==> config.mk <==
export PLATFORM = sky130hd
export DESIGN_NAME = buyruk_sirala
export DESIGN_NICKNAME = d
export VERILOG_FILES = /design/src/rtl/buyruk_sirala.sv
export SDC_FILE = /design/constraint.sdc
export NUM_CORES = 1
export LEC_CHECK = 0
export CAP_MARGIN = 10
export CORE_MARGIN = 3
export CORE_UTILIZATION = 45
export DETAILED_ROUTE_END_ITERATION = 16
export GPL_ROUTABILITY_DRIVEN = 1
export GPL_TIMING_DRIVEN = 0
export HOLD_SLACK_MARGIN = 0.03
export MAX_ROUTING_LAYER = met4
export PLACE_DENSITY = 0.68
export SKIP_CTS_REPAIR_TIMING = 1
export SYNTH_ARGS = -nofsm -noshare
export SYNTH_HDL_FRONTEND = slang
export SYNTH_SLANG_ARGS = --single-unit
==> constraint.sdc <==
create_clock -name clk -period 4.1 [get_ports clk]
set_clock_uncertainty 0.1 [all_clocks]
set_input_delay 0.615 -clock clk [delete_from_list [all_inputs] [get_ports clk]]
set_output_delay 0.615 -clock clk [all_outputs]
set_load 0.005 [all_outputs]
Figure 1. Metal layers overlaid.
Scale bar: 20 um. Only two layers are drawn.
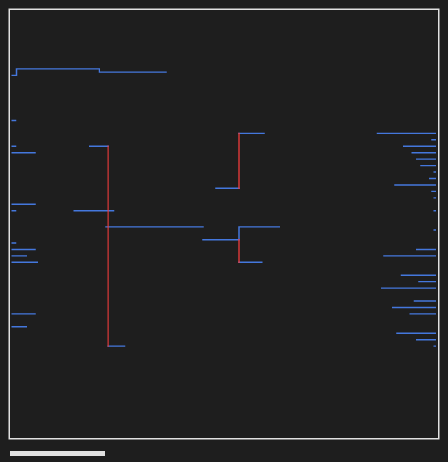
legend:
  M4:
    colour: red
    wire_length: 58.5 um
  M3:
    colour: blue
    wire_length: 247 um
routed wire length: 5158 um
detailed-route via count: 1617

Figure 2. Where the registers sit.
Scale bar: 20 um. Other sequential cells in the stronger grey, the rest of the logic in the fainter grey.
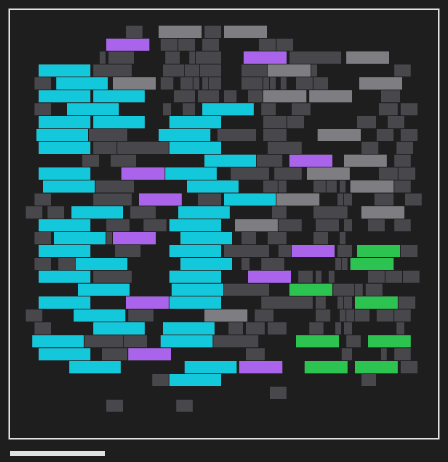
legend:
  buyruk:
    colour: purple
    flops: 11
  mem:
    colour: cyan
    flops: 44
  sayac:
    colour: green
    flops: 8
    where: bottom right
not coloured: 16
Seq area share: 0.5479
Seq power: 1.25 mW
area used by sequential logic in the layout: 2197 um2
share of the core filled with cells in the final layout: 0.5870

Figure 3. Logic cells by family.
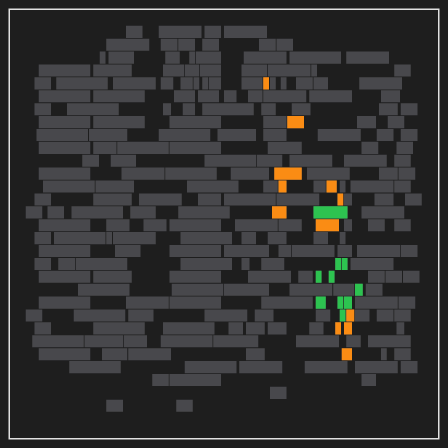
legend:
  nand cells:
    colour: green
    cells: 10
  nor cells:
    colour: orange
    cells: 12
final cell count without fillers: 332
most frequent standard cell in the layout excluding fill and tap cells: sky130_fd_sc_hd__clkdlybuf4s50_1

==> out/metrics.json <==
{
  "synth_cells": 174,
  "area_grow_syn2layout_pct": 25.44,
  "final_hold_viol_count": 0,
  "insertedDiodeCount": 0,
  "cellPowerDensity_nw_per_um2": 740.4,
  "fill_cells": 560,
  "yosysUniqueCellTypes": 35,
  "tritoncts.num_buffers": 9,
  "cp_top_family": "buffers and inverters",
  "clock_tree_from_tritoncts": "yes",
  "synth.cell_area_um2": 3197,
  "grt_first_pass_wirelength_um": 8521,
  "largest_register_ffs": 44,
  "wire_per_inst_um": 15.54,
  "ys_cells": 174,
  "postLayoutSetupSlackWorst_ns": 1.420,
  "yosys.stat.chipArea_um2": 3197,
  "clock_sink_count": 79,
  "pre_cts_slack_ns": 1.041,
  "cts_root_buffer": "sky130_fd_sc_hd__clkbuf_8",
  "enable_flop_cells": 44,
  "proportion_of_layout_cells_with_a_drive_suffix_above_1": 0.2331,
  "synth-xor-area-share": 0.03562,
  "detail_route.drc_violations": 0,
  "grt_busiest_layer": "met2",
  "cp_data_arrival_time_ns": 2.84,
  "gr-usage-met1": 0.1722,
  "max_cap_viol_count": 0,
  "slew_violations": 0,
  "status": "complete, no violations",
  "warning_count": 29,
  "worstHoldPathType": "primary input to asynchronous set/reset pin",
  "ys_top_cells_by_count": "44 x sky130_fd_sc_hd__edfxtp_1, 35 x sky130_fd_sc_hd__dfrtp_1, 9 x sky130_fd_sc_hd__mux2_4",
  "aggregate_negative_setup_slack_ns": 0,
  "nets": 258,
  "slowest_stage_cell_on_the_critical_path": "sky130_fd_sc_hd__clkdlybuf4s50_1",
  "reg2reg_slack_ns": 1.78,
  "clock_tree.buffer_depth": 2,
  "floorplan.io_pins": 47,
  "most_common_cell": "sky130_fd_sc_hd__edfxtp_1",
  "maxSlewHeadroom": 0.4749,
  "setup.worst_path.start_class": "primary input",
  "cp.required_ns": 4.26,
  "min_period_ns": 2.680,
  "period_utilization": 0.6536,
  "fin_total_pwr_mw": 2.969
}
==> where the power goes <==
group	internal [mW]	switching, mW	leakage (nW)
clock network	0.406	0.269	0.114
logic	0.645	0.403	0.646
registers	1.10	0.149	0.816
==> layout by cell type, fill, tap and decap left out, types with 6 or more instances in the layout <==
cell / Yosys / layout
sky130_fd_sc_hd__clkbuf_8: 0 / 9
sky130_fd_sc_hd__mux4_2: 8 / 8
sky130_fd_sc_hd__mux2_2: 8 / 8
sky130_fd_sc_hd__xnor2_1: 6 / 6
sky130_fd_sc_hd__clkdlybuf4s50_1: 0 / 45
sky130_fd_sc_hd__edfxtp_1: 44 / 44
sky130_fd_sc_hd__nand2_1: 6 / 6
sky130_fd_sc_hd__ha_1: 6 / 6
sky130_fd_sc_hd__dfrtp_1: 35 / 35
sky130_fd_sc_hd__inv_1: 8 / 8
sky130_fd_sc_hd__xor2_1: 7 / 7
sky130_fd_sc_hd__mux2_4: 9 / 9
==> cell type report <==
type / instances / area [um2] / area share
Sequential cell: 79 / 2197 / 0.5479
Multi-Input combinational cell: 83 / 938.4 / 0.2340
Buffer: 3 / 27.53 / 0.006864
Tap cell: 96 / 120.1 / 0.02995
Clock inverter: 5 / 106.4 / 0.02652
Timing Repair Buffer: 46 / 455.4 / 0.1136
Clock buffer: 11 / 131.4 / 0.03276
Inverter: 9 / 33.78 / 0.008424
==> through the flow <==
stage               hold slack [ns]  cells  area [um2]
floorplan                    0.2194    174        3197
global placement             0.3566    316        3777
detailed placement           0.3606    316        3772
CTS                          0.2825    332        4010
global route                 0.3165    332        4010
finish                       0.2530    332        4010
==> per-layer routing <==
layer	up-vias	wire (um)
met5	-	0
met4	0	58
met3	7	247
met2	48	2558
met1	800	2293
li1	762	-
Power and IR drop assume default switching activity.
